==> config.mk <==
export PLATFORM = sky130hd
export DESIGN_NAME = pwm_speed_capture
export DESIGN_NICKNAME = d
export VERILOG_FILES = /design/src/rtl/motor_pwm_pkg.sv /design/src/rtl/pwm_in_sync.sv /design/src/rtl/pwm_speed_capture.sv
export SDC_FILE = /design/constraint.sdc
export NUM_CORES = 1
export LEC_CHECK = 0
export CAP_MARGIN = 40
export CORE_ASPECT_RATIO = 1.2
export CORE_UTILIZATION = 56
export DETAILED_ROUTE_END_ITERATION = 10
export PLACE_DENSITY = 0.84
export REMOVE_ABC_BUFFERS = 1
export SYNTH_ARGS = -nofsm -noshare
export SYNTH_HDL_FRONTEND = slang
export SYNTH_SLANG_ARGS = --single-unit
==> constraint.sdc <==
create_clock -name clk -period 2.4 [get_ports clk]
set_input_delay 0.48 -clock clk [delete_from_list [all_inputs] [get_ports clk]]
set_output_delay 0.48 -clock clk [all_outputs]
set_load 0.01 [all_outputs]
Routing congestion:
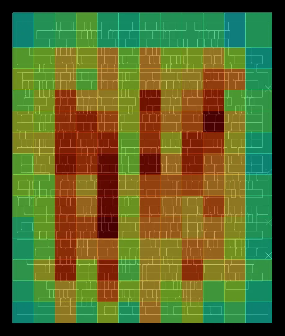
met3 usage: 5.24%
Core Util, Final: 69.9%
met2 usage in global routing: 47.8%
GRT Max-Usage Layer: met2

Signal wires by layer:
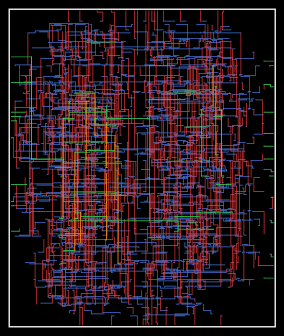
- met3: green (wire length 459 microns)
- met1: blue (wire length 4490 microns)
- met2: red (wire length 5700 microns)
- met4: orange (wire length 386 microns)
WL per Instance: 15.4 microns
DRT Wirelength: 11000 microns

Gate families picked out:
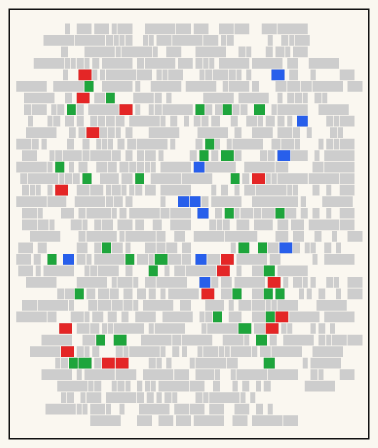
- AND-OR and OR-AND gates: blue (cells 11; most used o21a_1; where middle)
- XOR/XNOR gates: red (cells 16; most used xor2_1)
- AND and OR gates: green (cells 36; most used or3_1)
final cell count without fillers: 716
Commonest Layout Cell: nand2_1

==> results.txt <==
yosys + openroad results -> fp_density=58.7%, Post-CTS Setup Bufs=0, Comb power frac=3.6%, drt pass-1 iters=8, YS chip area=4570 sq um, Yosys top cell by area=dfxtp_1, Post-Route Setup TNS=0 ps, inverters=10, Non-Clock Buffer Count=73, yosys simple share=27.1%, combinational share of cell area=43.4%, Total Routing Usage GR=27.1%, Worst Clk Skew=7.10 ps, met2 wire len=5700 microns, Post-CTS Resized=0, flops & latches, synth=100, violated checks=design-rule violations, adder share=1.09%, xor/xnor share=3.06%, flop share of the area=36.8%, Setup WS post-layout=105 ps, Post-CTS Hold Buffers=0, Late-Pin Clk Latency=370 ps, Slowest Stage Delay on Critical Path=550 ps, Cell Type Count=55, global-route wire length before repair=18500 microns, worst hold path class=flop to flop, post-place setup slack=133 ps, Clock power frac=38.7%, most numerous logic cells after layout=113 x nand2_1, 100 x dfxtp_1, 68 x a21oi_1, 53 x clkdlybuf4s50_1, 42 x nor2_1, PD cells=535 nW/um^2, DRC=5, Post-DP HPWL=7610 microns, Maximum Capacitance Violations=0, FF+latch area=2000 sq um, chip footprint=8540 sq um, largest net degree at the start of global routing=42, CP endpoint kind=flop, yosys cell count=578, tool warning count=27, row count=35, Top cell area share=43.8%, # setup viols final=0, Max power group=registers, worst path buffer plus inverter count=0, Syn-to-layout area delta=19.1%, status=finished with violations
Power is estimated from default activity; no workload was simulated.
